<file path="src/rtl/bit_ser_pkg.sv">
// Shared definitions for the bit-serial datapath (transmitter and serial register file).
package bit_ser_pkg;

  localparam int BIT_SER_WIDTH = 8;

  typedef enum logic {
    IDLE  = 1'b0,
    SHIFT = 1'b1
  } state_e;

endpackage

</file>
<file path="src/rtl/bit_ser_tx_if.sv">
// Word-in / bit-out bundle of the serial transmitter; slave is the transmitter side.
interface bit_ser_tx_if #(
  parameter int WIDTH = bit_ser_pkg::BIT_SER_WIDTH
);
  logic             i_valid;
  logic [WIDTH-1:0] i_data;
  logic             i_signed;
  logic             o_ready;
  logic             i_hold;
  logic             o_bit;
  logic             o_shift;
  logic             o_last;
  logic             o_sign;
  logic             o_busy;

  modport master (
    output i_valid, i_data, i_signed, i_hold,
    input  o_ready, o_bit, o_shift, o_last, o_sign, o_busy
  );

  modport slave (
    input  i_valid, i_data, i_signed, i_hold,
    output o_ready, o_bit, o_shift, o_last, o_sign, o_busy
  );
endinterface

</file>
<file path="src/rtl/bit_ser_hold.sv">
// One-entry holding register (word + signed flag) with full flag; push wins over pop,
// the producer never pushes while full because the ready it sees is ~full.
module bit_ser_hold
  import bit_ser_pkg::*;
#(
  parameter int WIDTH = BIT_SER_WIDTH
) (
  input  logic             i_clk,
  input  logic             i_rst_n,
  input  logic             i_push,
  input  logic [WIDTH-1:0] i_data,
  input  logic             i_signed,
  input  logic             i_pop,
  output logic             o_full,
  output logic [WIDTH-1:0] o_data,
  output logic             o_signed
);

  logic             r_full;
  logic [WIDTH-1:0] r_data;
  logic             r_signed;

  always_ff @(posedge i_clk or negedge i_rst_n) begin
    if (!i_rst_n) begin
      r_full   <= 1'b0;
      r_data   <= '0;
      r_signed <= 1'b0;
    end else if (i_push) begin
      r_full   <= 1'b1;
      r_data   <= i_data;
      r_signed <= i_signed;
    end else if (i_pop) begin
      r_full   <= 1'b0;
    end
  end

  assign o_full   = r_full;
  assign o_data   = r_data;
  assign o_signed = r_signed;

endmodule

</file>
<file path="src/rtl/bit_ser_tx.sv">
// Parallel-to-serial transmitter, LSB first; bit0 appears the cycle after the transfer, i_hold freezes it.
// BIT_SER_TX_PREFETCH_EN adds a one-entry holding register so words stream with no idle cycle.
module bit_ser_tx
  import bit_ser_pkg::*;
#(
  parameter  int WIDTH = BIT_SER_WIDTH,
  localparam int CNT_W = $clog2(WIDTH)
) (
  input  logic         i_clk,
  input  logic         i_rst_n,
  bit_ser_tx_if.slave  bus
);

  state_e           r_state;
  logic [WIDTH-1:0] r_shreg;
  logic [CNT_W-1:0] r_cnt;
  logic             r_sign;

  logic             w_ready;
  logic             w_xfer;
  logic             w_shift;
  logic             w_last;
  logic             w_reload;
  logic [WIDTH-1:0] w_next_data;
  logic             w_next_signed;

  assign w_shift = (r_state == SHIFT) && !bus.i_hold;
  assign w_last  = w_shift && (r_cnt == CNT_W'(WIDTH - 1));
  assign w_xfer  = bus.i_valid && w_ready;

`ifdef BIT_SER_TX_PREFETCH_EN
  logic             w_full;
  logic [WIDTH-1:0] w_hold_data;
  logic             w_hold_signed;
  logic             w_push;
  logic             w_pop;

  // A word arriving on the last-bit cycle with the holder empty bypasses it.
  assign w_push = w_xfer && (r_state == SHIFT) && !w_last;
  assign w_pop  = w_last && w_full;

  bit_ser_hold #(.WIDTH(WIDTH)) u_hold (
    .i_clk    (i_clk),
    .i_rst_n  (i_rst_n),
    .i_push   (w_push),
    .i_data   (bus.i_data),
    .i_signed (bus.i_signed),
    .i_pop    (w_pop),
    .o_full   (w_full),
    .o_data   (w_hold_data),
    .o_signed (w_hold_signed)
  );

  assign w_ready       = !w_full;
  assign w_reload      = w_full || w_xfer;
  assign w_next_data   = w_full ? w_hold_data   : bus.i_data;
  assign w_next_signed = w_full ? w_hold_signed : bus.i_signed;
`else
  assign w_ready       = (r_state == IDLE);
  assign w_reload      = 1'b0;
  assign w_next_data   = bus.i_data;
  assign w_next_signed = bus.i_signed;
`endif

  always_ff @(posedge i_clk or negedge i_rst_n) begin
    if (!i_rst_n) begin
      r_state <= IDLE;
      r_shreg <= '0;
      r_cnt   <= '0;
      r_sign  <= 1'b0;
    end else begin
      case (r_state)
        IDLE: begin
          if (w_xfer) begin
            r_shreg <= bus.i_data;
            r_sign  <= bus.i_signed;
            r_cnt   <= '0;
            r_state <= SHIFT;
          end
        end
        SHIFT: begin
          if (w_last) begin
            r_cnt <= '0;
            if (w_reload) begin
              r_shreg <= w_next_data;
              r_sign  <= w_next_signed;
            end else begin
              // Zero fill leaves o_bit low while idle.
              r_shreg <= r_shreg >> 1;
              r_state <= IDLE;
            end
          end else if (w_shift) begin
            r_shreg <= r_shreg >> 1;
            r_cnt   <= r_cnt + 1'b1;
          end
        end
        default: r_state <= IDLE;
      endcase
    end
  end

  assign bus.o_ready = w_ready;
  assign bus.o_bit   = r_shreg[0];
  assign bus.o_shift = w_shift;
  assign bus.o_last  = w_last;
  assign bus.o_sign  = w_last && r_sign;
  assign bus.o_busy  = (r_state == SHIFT);

endmodule

</file>
<file path="src/flat_wrapper.sv">
// flat-port wrapper written by rule: the top's interface ports become plain ports
module bit_ser_tx_flat import bit_ser_pkg::*;
#(
  parameter  int WIDTH = BIT_SER_WIDTH,
  localparam int CNT_W = $clog2(WIDTH)
)
  (i_clk, i_rst_n, bus_i_valid, bus_i_data, bus_i_signed, bus_i_hold, bus_o_ready, bus_o_bit, bus_o_shift, bus_o_last, bus_o_sign, bus_o_busy);
  bit_ser_tx_if #(.WIDTH(WIDTH)) bus_i ();
  input  logic i_clk;
  input  logic i_rst_n;
  input wire logic [$bits(bus_i.i_valid)-1:0] bus_i_valid;
  input wire logic [$bits(bus_i.i_data)-1:0] bus_i_data;
  input wire logic [$bits(bus_i.i_signed)-1:0] bus_i_signed;
  input wire logic [$bits(bus_i.i_hold)-1:0] bus_i_hold;
  output wire logic [$bits(bus_i.o_ready)-1:0] bus_o_ready;
  output wire logic [$bits(bus_i.o_bit)-1:0] bus_o_bit;
  output wire logic [$bits(bus_i.o_shift)-1:0] bus_o_shift;
  output wire logic [$bits(bus_i.o_last)-1:0] bus_o_last;
  output wire logic [$bits(bus_i.o_sign)-1:0] bus_o_sign;
  output wire logic [$bits(bus_i.o_busy)-1:0] bus_o_busy;
  assign bus_i.i_valid = bus_i_valid;
  assign bus_i.i_data = bus_i_data;
  assign bus_i.i_signed = bus_i_signed;
  assign bus_i.i_hold = bus_i_hold;
  assign bus_o_ready = bus_i.o_ready;
  assign bus_o_bit = bus_i.o_bit;
  assign bus_o_shift = bus_i.o_shift;
  assign bus_o_last = bus_i.o_last;
  assign bus_o_sign = bus_i.o_sign;
  assign bus_o_busy = bus_i.o_busy;
  bit_ser_tx #(.WIDTH(WIDTH)) u_core (.i_clk(i_clk), .i_rst_n(i_rst_n), .bus(bus_i));
endmodule
</file>
<file path="config.mk">
export PLATFORM = sky130hd
export DESIGN_NAME = bit_ser_tx_flat
export DESIGN_NICKNAME = d
export VERILOG_FILES = /design/src/rtl/bit_ser_pkg.sv /design/src/rtl/bit_ser_tx_if.sv /design/src/rtl/bit_ser_hold.sv /design/src/rtl/bit_ser_tx.sv /design/src/flat_wrapper.sv
export SDC_FILE = /design/constraint.sdc
export NUM_CORES = 1
export LEC_CHECK = 0
export CORE_ASPECT_RATIO = 1.1
export CORE_UTILIZATION = 25
export DETAILED_ROUTE_END_ITERATION = 16
export GPL_ROUTABILITY_DRIVEN = 0
export GPL_TIMING_DRIVEN = 0
export HOLD_SLACK_MARGIN = 0.1
export SYNTH_ARGS = -nofsm -noshare
export SYNTH_HDL_FRONTEND = slang
export SYNTH_SLANG_ARGS = --single-unit
</file>
<file path="constraint.sdc">
create_clock -name i_clk -period 1.2 [get_ports i_clk]
set_input_delay 0.3 -clock i_clk [delete_from_list [all_inputs] [get_ports i_clk]]
set_output_delay 0.3 -clock i_clk [all_outputs]
set_load 0.02 [all_outputs]
</file>
Figure 1. Register map, names as in the netlist.
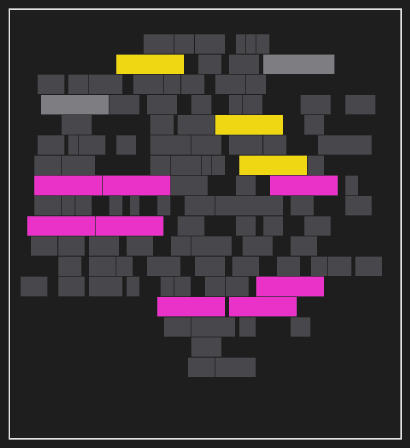
Key: `u_core.r_shreg` = magenta [flops 8]; `u_core.r_cnt` = yellow [flops 3]
Another 2 sequential cells are not coloured.
fraction of area in registers: 26.4%
Sequential cell area: 327 µm²
Finished Core Util: 47.7%

Figure 2. Met1 routing.
Supply wires on this layer in grey.
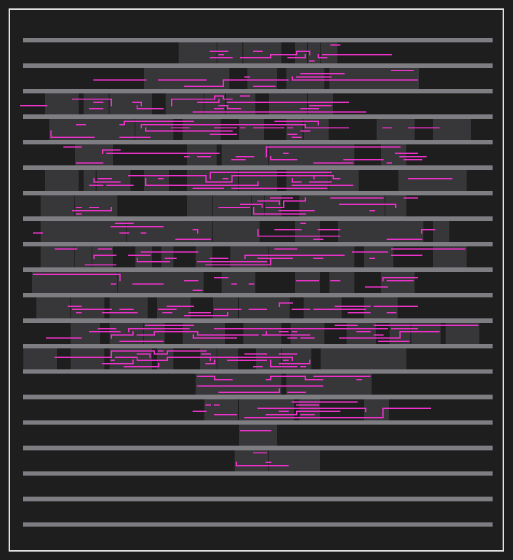
The layer holds 42% of the routed length. The wires run mostly horizontal. The longest straight run is 18.4 µm. 108 nets have wire on it. The layer carries 874 µm of wire.
via total after detailed routing: 675
sum of routed wire length over all layers: 2070 µm
met1 Resource Use GR: 18.9%

==> GITHUB_STEP_SUMMARY <==
### Metrics collected by this job

| Metric | Value |
|---|---|
| Post-synth cell types | `21` |
| Final clock skew | `0.00157 ns` |
| Number of cells in Yosys stat | `around 70` |
| Power Density | `1780 nW/µm²` |
| Slew Limit Fails | `0` |
| Final ANT Viol Nets | `0` |
| Overall chip area | `3030 µm²` |
| Post-route setup slack | `-0.430 ns` |
| Commonest non-fill, non-tap cells in the layout | `sky130_fd_sc_hd__buf_6 (12), sky130_fd_sc_hd__dfrtp_1 (12), sky130_fd_sc_hd__clkdlybuf4s50_1 (10), sky130_fd_sc_hd__buf_4 (8), sky130_fd_sc_hd__mux2i_1 (8)` |
| Count of non-filler cells in the finished layout | `137` |
| Count of TritonRoute iterations in the first routing pass | `2` |
| Clock sink total | `13` |
| Crit path arrival time | `~1.3 ns` |
| Grt ovf | `0` |
| Clk buf depth | `2` |
| Final antenna diode count | `0` |
| Stages on the worst setup path | `4` |
| Post-detail-place hpwl | `1110 µm` |
| Crit path time final | `1.63 ns` |
| Number of global-route vias before repair | `666` |
| Sequential fraction of the synthesis area | `46.3%` |
| Worst setup path class | `reg2out` |
| Number of maximum-capacitance violations | `0` |
| Run status | `finished with violations` |
| Clk pin slew, worst setup/hold paths | `0.08 ns` |
| Total power consumption of the routed design | `2.19 mW` |
| Worst path cell trace | `ha_2, ha_4, and3_4, buf_6` |
| Initial DRC Count | `9` |
| Crit path DRT | `roughly 0.9 ns` |
| Least-Margin Pin Slew | `~0.62 ns` |
| Yosys warning count | `0` |
| Endpoints failing hold | `0` |
| Final setup violation count | `16` |
| Proportion of synthesized flip-flops having asynchronous set or reset | `100%` |
| Final critical-path share of the clock period | `136%` |
| Clock buffers created by TritonCTS | `3` |
| Leakage Power | `0.538 nW` |
| Share of cells above drive strength 1 | `approximately half` |
| Failing checks | `setup timing` |
| Number of warnings in the stage logs | `29` |
| Number of cell instances on the worst register-to-register path | `6` |
| Maximum operating frequency | `613 MHz` |
| Number of design rule violations left after detail routing | `0` |
| Count of nets after finishing | `122` |
Figure 3. Routing congestion.
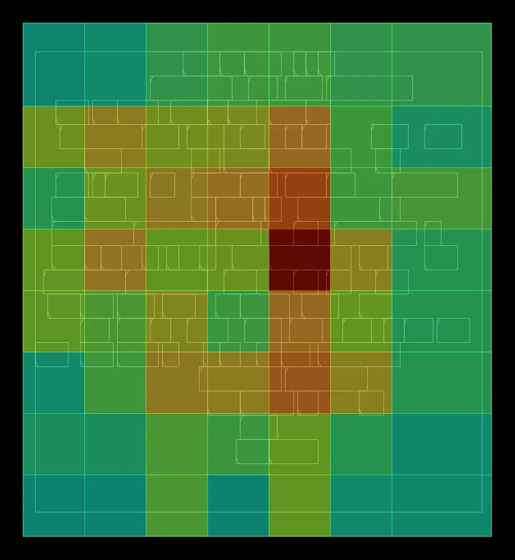
met2 usage: 20.3%
average wire per cell in the routed design: 15.1 µm
peak-usage layer in the global routing report: met2
overall routing resource usage: 13.5%
grt met3 use: 3.94%

Figure 4. Wires at chosen ports, followed through buffers.
The bar under the picture is 20 µm long.
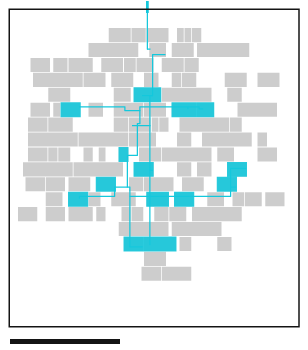
Key: `bus_i_hold` = cyan [bits 1, direction input, end cells 14, buffers 2, wire 143 µm]
count of port buffers added during placement: 18
Boundary Pins: 19

[cell families (layout without fill, tap and decap cells)]
family	after synthesis	in the layout	synth area share (%)
AND-OR/OR-AND	21	21	17.8
adder cells (fa/ha/maj)	2	2	3.56
buffers and inverters	6	43	5.16
flip-flops	13	13	46.3
multiplexers	9	9	13.0
AND/OR/NAND/NOR	18	18	14.2
[metal layers]
metal | part of all wire (%) | track usage (%) | vias to the layer above
li1 | - | - | 323
met1 | 42 | 18.9 | 334
met2 | 54 | 20.3 | 18
met3 | 4.2 | 3.94 | 0
met4 | 0 | 3.38 | 0
met5 | 0 | 0 | -
[Yosys cell counts, drive strengths merged, types with 2 or more instances]
cell type,count
nor2b,8
buf,4
a211oi,6
inv,2
ha,2
a21oi,8
dfrtp,13
nor2,3
a22oi,2
nand2,3
o21ai,5
mux2i,8
[where the power goes]
group	internal [mW]	switching, mW
Combinational	0.648	0.511
Sequential	0.621	0.143
Clock	0.129	0.140
[repair_timing]
item	CTS	global route
resized	48	28
setup buffers	5	10
pin swaps	3	9
endpoints found under the setup margin	19	11
[area by class of cell]
class | count | area [µm²] | share of cell area, %
Buffer | 4 | 45.0 | 3.65
Clock buffer | 4 | 26.3 | 2.13
Inverter | 2 | 15.0 | 1.22
Multi-Input combinational cell | 50 | 455 | 36.9
Sequential cell | 13 | 327 | 26.4
Tap cell | 31 | 38.8 | 3.14
Timing Repair Buffer | 33 | 328 | 26.5
[stage by stage]
stage / TNS (ns) / hold WS [ns] / instance area [µm²] / worst slack [ns] / utilization, %
after floorplan: -0.237 / 0.00441 / 722 / -0.123 / -
after CTS: -1.34 / 0.417 / 1050 / -0.410 / 40.5
after global routing: -3.62 / 0.434 / 1230 / -0.450 / 47.7
after global placement: -7.35 / 0.499 / 941 / -0.931 / 36.3
after detailed placement: -7.37 / 0.502 / 941 / -0.924 / 36.3
final: -2.87 / 0.409 / 1230 / -0.430 / 47.7
[flip-flops by register name, summed over array words and instances (netlist names)]
register	flops
u_core.r_sign	1
u_core.r_cnt	3
u_core.bus.o_busy	1
u_core.r_shreg	8
[final timing paths]
check,startpoint,to,slack [ns]
worst max-delay path,u_core.r_cnt[0],bus_o_sign,-0.43
worst min-delay path,i_rst_n,u_core.r_sign,0.41
worst max register to register,u_core.bus.o_busy,u_core.r_sign,-0.26
worst min register to register,u_core.r_sign,u_core.r_sign,0.52
max in group asynchronous,i_rst_n,u_core.bus.o_busy,0.36
min in group i_clk,u_core.r_sign,u_core.r_sign,0.52
Power is estimated from default activity; no workload was simulated.
